Fig. 1: run 1, where the registers sit
Scale: 3 px per um. Other sequential cells in the stronger gray, the rest of the logic in the fainter gray.
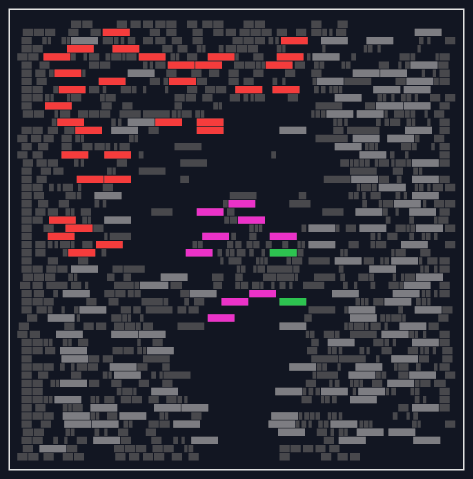
Fig. 2: run 1, the metal 2 layer
Scale: 2 px per um.
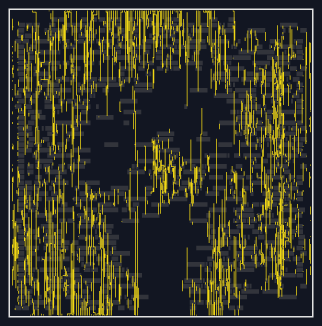
Fig. 3: run 1, track usage over the die
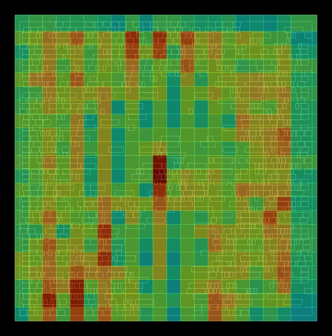
[config.mk]
export PLATFORM = sky130hd
export DESIGN_NAME = mem_port_arbiter
export DESIGN_NICKNAME = d
export VERILOG_FILES = /design/src/rtl/mem_port_arbiter.sv
export SDC_FILE = /design/constraint.sdc
export NUM_CORES = 1
export LEC_CHECK = 0
export CAP_MARGIN = 20
export CORE_AREA = 2 2 149 151
export DETAILED_ROUTE_END_ITERATION = 12
export DIE_AREA = 0 0 151 153
export HOLD_SLACK_MARGIN = 0.08
export MAX_ROUTING_LAYER = met4
export SKIP_LAST_GASP = 1
export SYNTH_ARGS = -nofsm -noshare
export SYNTH_HDL_FRONTEND = slang
export SYNTH_SLANG_ARGS = --single-unit
[constraint.sdc]
create_clock -name clk -period 2.3 [get_ports clk]
set_input_delay 0.46 -clock clk [delete_from_list [all_inputs] [get_ports clk]]
set_output_delay 0.46 -clock clk [all_outputs]
set_load 0.005 [all_outputs]
[src/rtl/mem_port_arbiter.sv]
// Two-master arbiter for the shared instruction/data memory port of the multicycle core.
// m0 is the CPU and m1 is the loader/DMA. Every output comes straight from a register.
//
// state | meaning
// IDLE  | no transaction in flight; samples m0_req/m1_req and picks a winner
// BUSY  | mem_req is driven to memory; waits for mem_rdy or a timeout
// RESP  | the winner's one-cycle rdy pulse is out; returns to IDLE
module mem_port_arbiter #(
  parameter int AW      = 32,
  parameter int DW      = 32,
  parameter int RR_MODE = 1,
  parameter int TIMEOUT = 256,
  parameter int CW      = 9
) (
  input  logic          clk,
  input  logic          sys_rst_n,

  input  logic          m0_req,
  input  logic [AW-1:0] m0_addr,
  input  logic [DW-1:0] m0_wdata,
  input  logic          m0_we,
  output logic          m0_rdy,
  output logic [DW-1:0] m0_rdata,
  output logic          m0_err,

  input  logic          m1_req,
  input  logic [AW-1:0] m1_addr,
  input  logic [DW-1:0] m1_wdata,
  input  logic          m1_we,
  output logic          m1_rdy,
  output logic [DW-1:0] m1_rdata,
  output logic          m1_err,

  output logic          mem_req,
  output logic [AW-1:0] mem_addr,
  output logic [DW-1:0] mem_wdata,
  output logic          mem_we,
  input  logic          mem_rdy,
  input  logic [DW-1:0] mem_rdata,

  output logic          busy,
  output logic          grant_id
);

  typedef enum logic [1:0] {
    IDLE = 2'd0,
    BUSY = 2'd1,
    RESP = 2'd2
  } state_t;

  localparam bit            TO_EN    = (TIMEOUT != 0);
  localparam logic [CW-1:0] CNT_LAST = TO_EN ? CW'(TIMEOUT - 1) : '0;

  state_t        state;
  logic          last_grant;
  logic [CW-1:0] cnt;
  logic          pick;
  logic          any_req;
  logic          done;
  logic [DW-1:0] rsp_data;

  assign any_req = m0_req | m1_req;

  // A lone request always wins; a tie goes to m0 unless round-robin hands it to the other side.
  always_comb begin
    pick = m1_req;
    if (m0_req && m1_req) begin
      pick = (RR_MODE != 0) ? ~last_grant : 1'b0;
    end
  end

  // A memory response in the last allowed cycle beats the timeout.
  assign done     = mem_rdy || (TO_EN && (cnt == CNT_LAST));
  assign rsp_data = mem_rdy ? mem_rdata : '0;

  always_ff @(posedge clk or negedge sys_rst_n) begin
    if (!sys_rst_n) begin
      state      <= IDLE;
      last_grant <= 1'b1;
      cnt        <= '0;
      mem_req    <= 1'b0;
      mem_we     <= 1'b0;
      mem_addr   <= '0;
      mem_wdata  <= '0;
      busy       <= 1'b0;
      grant_id   <= 1'b0;
      m0_rdy     <= 1'b0;
      m0_rdata   <= '0;
      m0_err     <= 1'b0;
      m1_rdy     <= 1'b0;
      m1_rdata   <= '0;
      m1_err     <= 1'b0;
    end else begin
      m0_rdy <= 1'b0;
      m1_rdy <= 1'b0;
      case (state)
        IDLE: begin
          if (any_req) begin
            state      <= BUSY;
            mem_req    <= 1'b1;
            busy       <= 1'b1;
            grant_id   <= pick;
            last_grant <= pick;
            cnt        <= '0;
            mem_addr   <= pick ? m1_addr  : m0_addr;
            mem_wdata  <= pick ? m1_wdata : m0_wdata;
            mem_we     <= pick ? m1_we    : m0_we;
          end
        end
        BUSY: begin
          if (done) begin
            state   <= RESP;
            mem_req <= 1'b0;
            mem_we  <= 1'b0;
            if (grant_id) begin
              m1_rdy   <= 1'b1;
              m1_rdata <= rsp_data;
              m1_err   <= ~mem_rdy;
            end else begin
              m0_rdy   <= 1'b1;
              m0_rdata <= rsp_data;
              m0_err   <= ~mem_rdy;
            end
          end else begin
            cnt <= cnt + 1'b1;
          end
        end
        RESP: begin
          state <= IDLE;
          busy  <= 1'b0;
        end
        default: begin
          state   <= IDLE;
          mem_req <= 1'b0;
          mem_we  <= 1'b0;
          busy    <= 1'b0;
        end
      endcase
    end
  end

endmodule

==> results_dict.tcl, run 1 <==
# yosys + openroad results
set metrics [dict create \
    ctsResizeCount 0 \
    worst_pin_slew_ns 0.672 \
    grt_setup_unrepaired "false" \
    critical_path.reg2reg.startpoint "cnt[1]" \
    grt_start_max_net_pins 68 \
    fa_ha_area_share_pct 0.392 \
    dpl_worst_slack_ns 0.229 \
    initialDrtViolationCount 158 \
    ys_top_cells_by_count "sky130_fd_sc_hd__dfrtp_1 (147), sky130_fd_sc_hd__nand2_1 (139), sky130_fd_sc_hd__o21ai_1 (133)" \
    path_clk_slew_ns 0.06 \
    flop_cell "sky130_fd_sc_hd__dfrtp_1" \
    power.combinational.total_mw 4.77 \
    drv_slew 0 \
    vias_in_the_first_global_route 5467 \
    cts_tree "built" \
    status "completed" \
    clock_insertion_delay_worst_skew_ns 0.42 \
    timing.critical_path.required_ns 2.63 \
    seq_power_share_pct 36.1 \
    initial_utilization_pct 29.7 \
    chipHeight_um 153 \
    detail_route.wirelength.met1_um 7940 \
    largest_area_cell "sky130_fd_sc_hd__dfrtp_1" \
    async_set_or_reset_flop_fraction_in_the_synthesized_netlist_pct 100 \
    clk_root_buffer_cell "sky130_fd_sc_hd__clkbuf_16" \
    leakagePower_nw 4.45 \
    power.net_switching_mw 3.67 \
    depth_of_the_worst_register_to_register_path 9 \
    synth-seq-area-share_pct 58.0 \
    grt_antenna_before_repair 0 \
    layout_top_cell "sky130_fd_sc_hd__clkdlybuf4s50_1" \
    top_cell_type_by_instance_count_after_synthesis "sky130_fd_sc_hd__dfrtp_1" \
    cts-buffers-inserted 17 \
    route.top_layer_used "met4" \
    placeableCoreArea_um2 21500 \
    cap_viol_max_count 0 \
    layout.nonclk_buf_share_pct 31.9 \
    synth_cells 640 \
    holdCritStartpoint "mem_rdy" \
    edf_count 0 \
    dp_hpwl_um 14000 \
    layout.area.seq_um2 3700 \
]
-- Fig. 1 (at the start) --
red -> mem_addr  # sequential cells 32
green -> state  # sequential cells 2
magenta -> cnt  # sequential cells 9, where middle

-- Fig. 2 (at the start) --
main direction = vertical
nets with wire on the layer = 857
share of all routed wire = 46%
wire length on this layer = 8,460 um
longest straight run = 59.8 um

-- Fig. 3 (at the start) --
met2 track utilization from global routing: 25.8%
GR met1 Demand/Resource: 20.2%
layer with the highest usage after global routing: met2
met3 capacity usage during global routing: 6.78%
wire length per cell after detailed routing: 15.1 um

==> run 1 -> run 2 <==
--- a/config.mk
+++ b/config.mk
@@ -9,6 +9,7 @@
 export CORE_AREA = 2 2 149 151
 export DETAILED_ROUTE_END_ITERATION = 12
 export DIE_AREA = 0 0 151 153
+export GPL_TIMING_DRIVEN = 0
 export HOLD_SLACK_MARGIN = 0.08
 export MAX_ROUTING_LAYER = met4
 export SKIP_LAST_GASP = 1
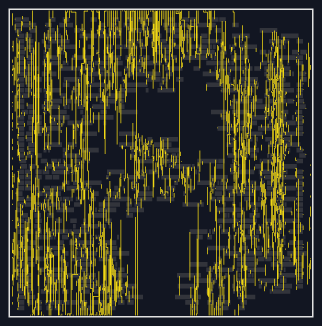
Fig. 4. The metal 2 layer (run 2).
Scale: 2 px per um.
wire length on this layer = 9,960 um
main direction = vertical
share of all routed wire = 48%
nets with wire on the layer = 896

==> results_dict.tcl, run 2 <==
# yosys + openroad results
set metrics [dict create \
    grt.busiest_layer "met2" \
    leakagePower_nw 4.49 \
    fa_ha_area_share_pct 0.392 \
    dpl_worst_slack_ns -0.0972 \
    flop_cell "sky130_fd_sc_hd__dfrtp_1" \
    seq_power_share_pct 35.1 \
    async_set_or_reset_flop_fraction_in_the_synthesized_netlist_pct 100 \
    cts-buffers-inserted 17 \
    depth_of_the_worst_register_to_register_path 7 \
    status "completed" \
    ctsResizeCount 0 \
    grt_antenna_before_repair 0 \
    chipHeight_um 153 \
    critical_path.reg2reg.startpoint "cnt[2]" \
    layout.area.seq_um2 3700 \
    layout_top_cell "sky130_fd_sc_hd__clkdlybuf4s50_1" \
    edf_count 0 \
    cap_viol_max_count 0 \
    timing.critical_path.required_ns 2.60 \
    path_clk_slew_ns 0.06 \
    synth_cells 640 \
    cts_tree "built" \
]
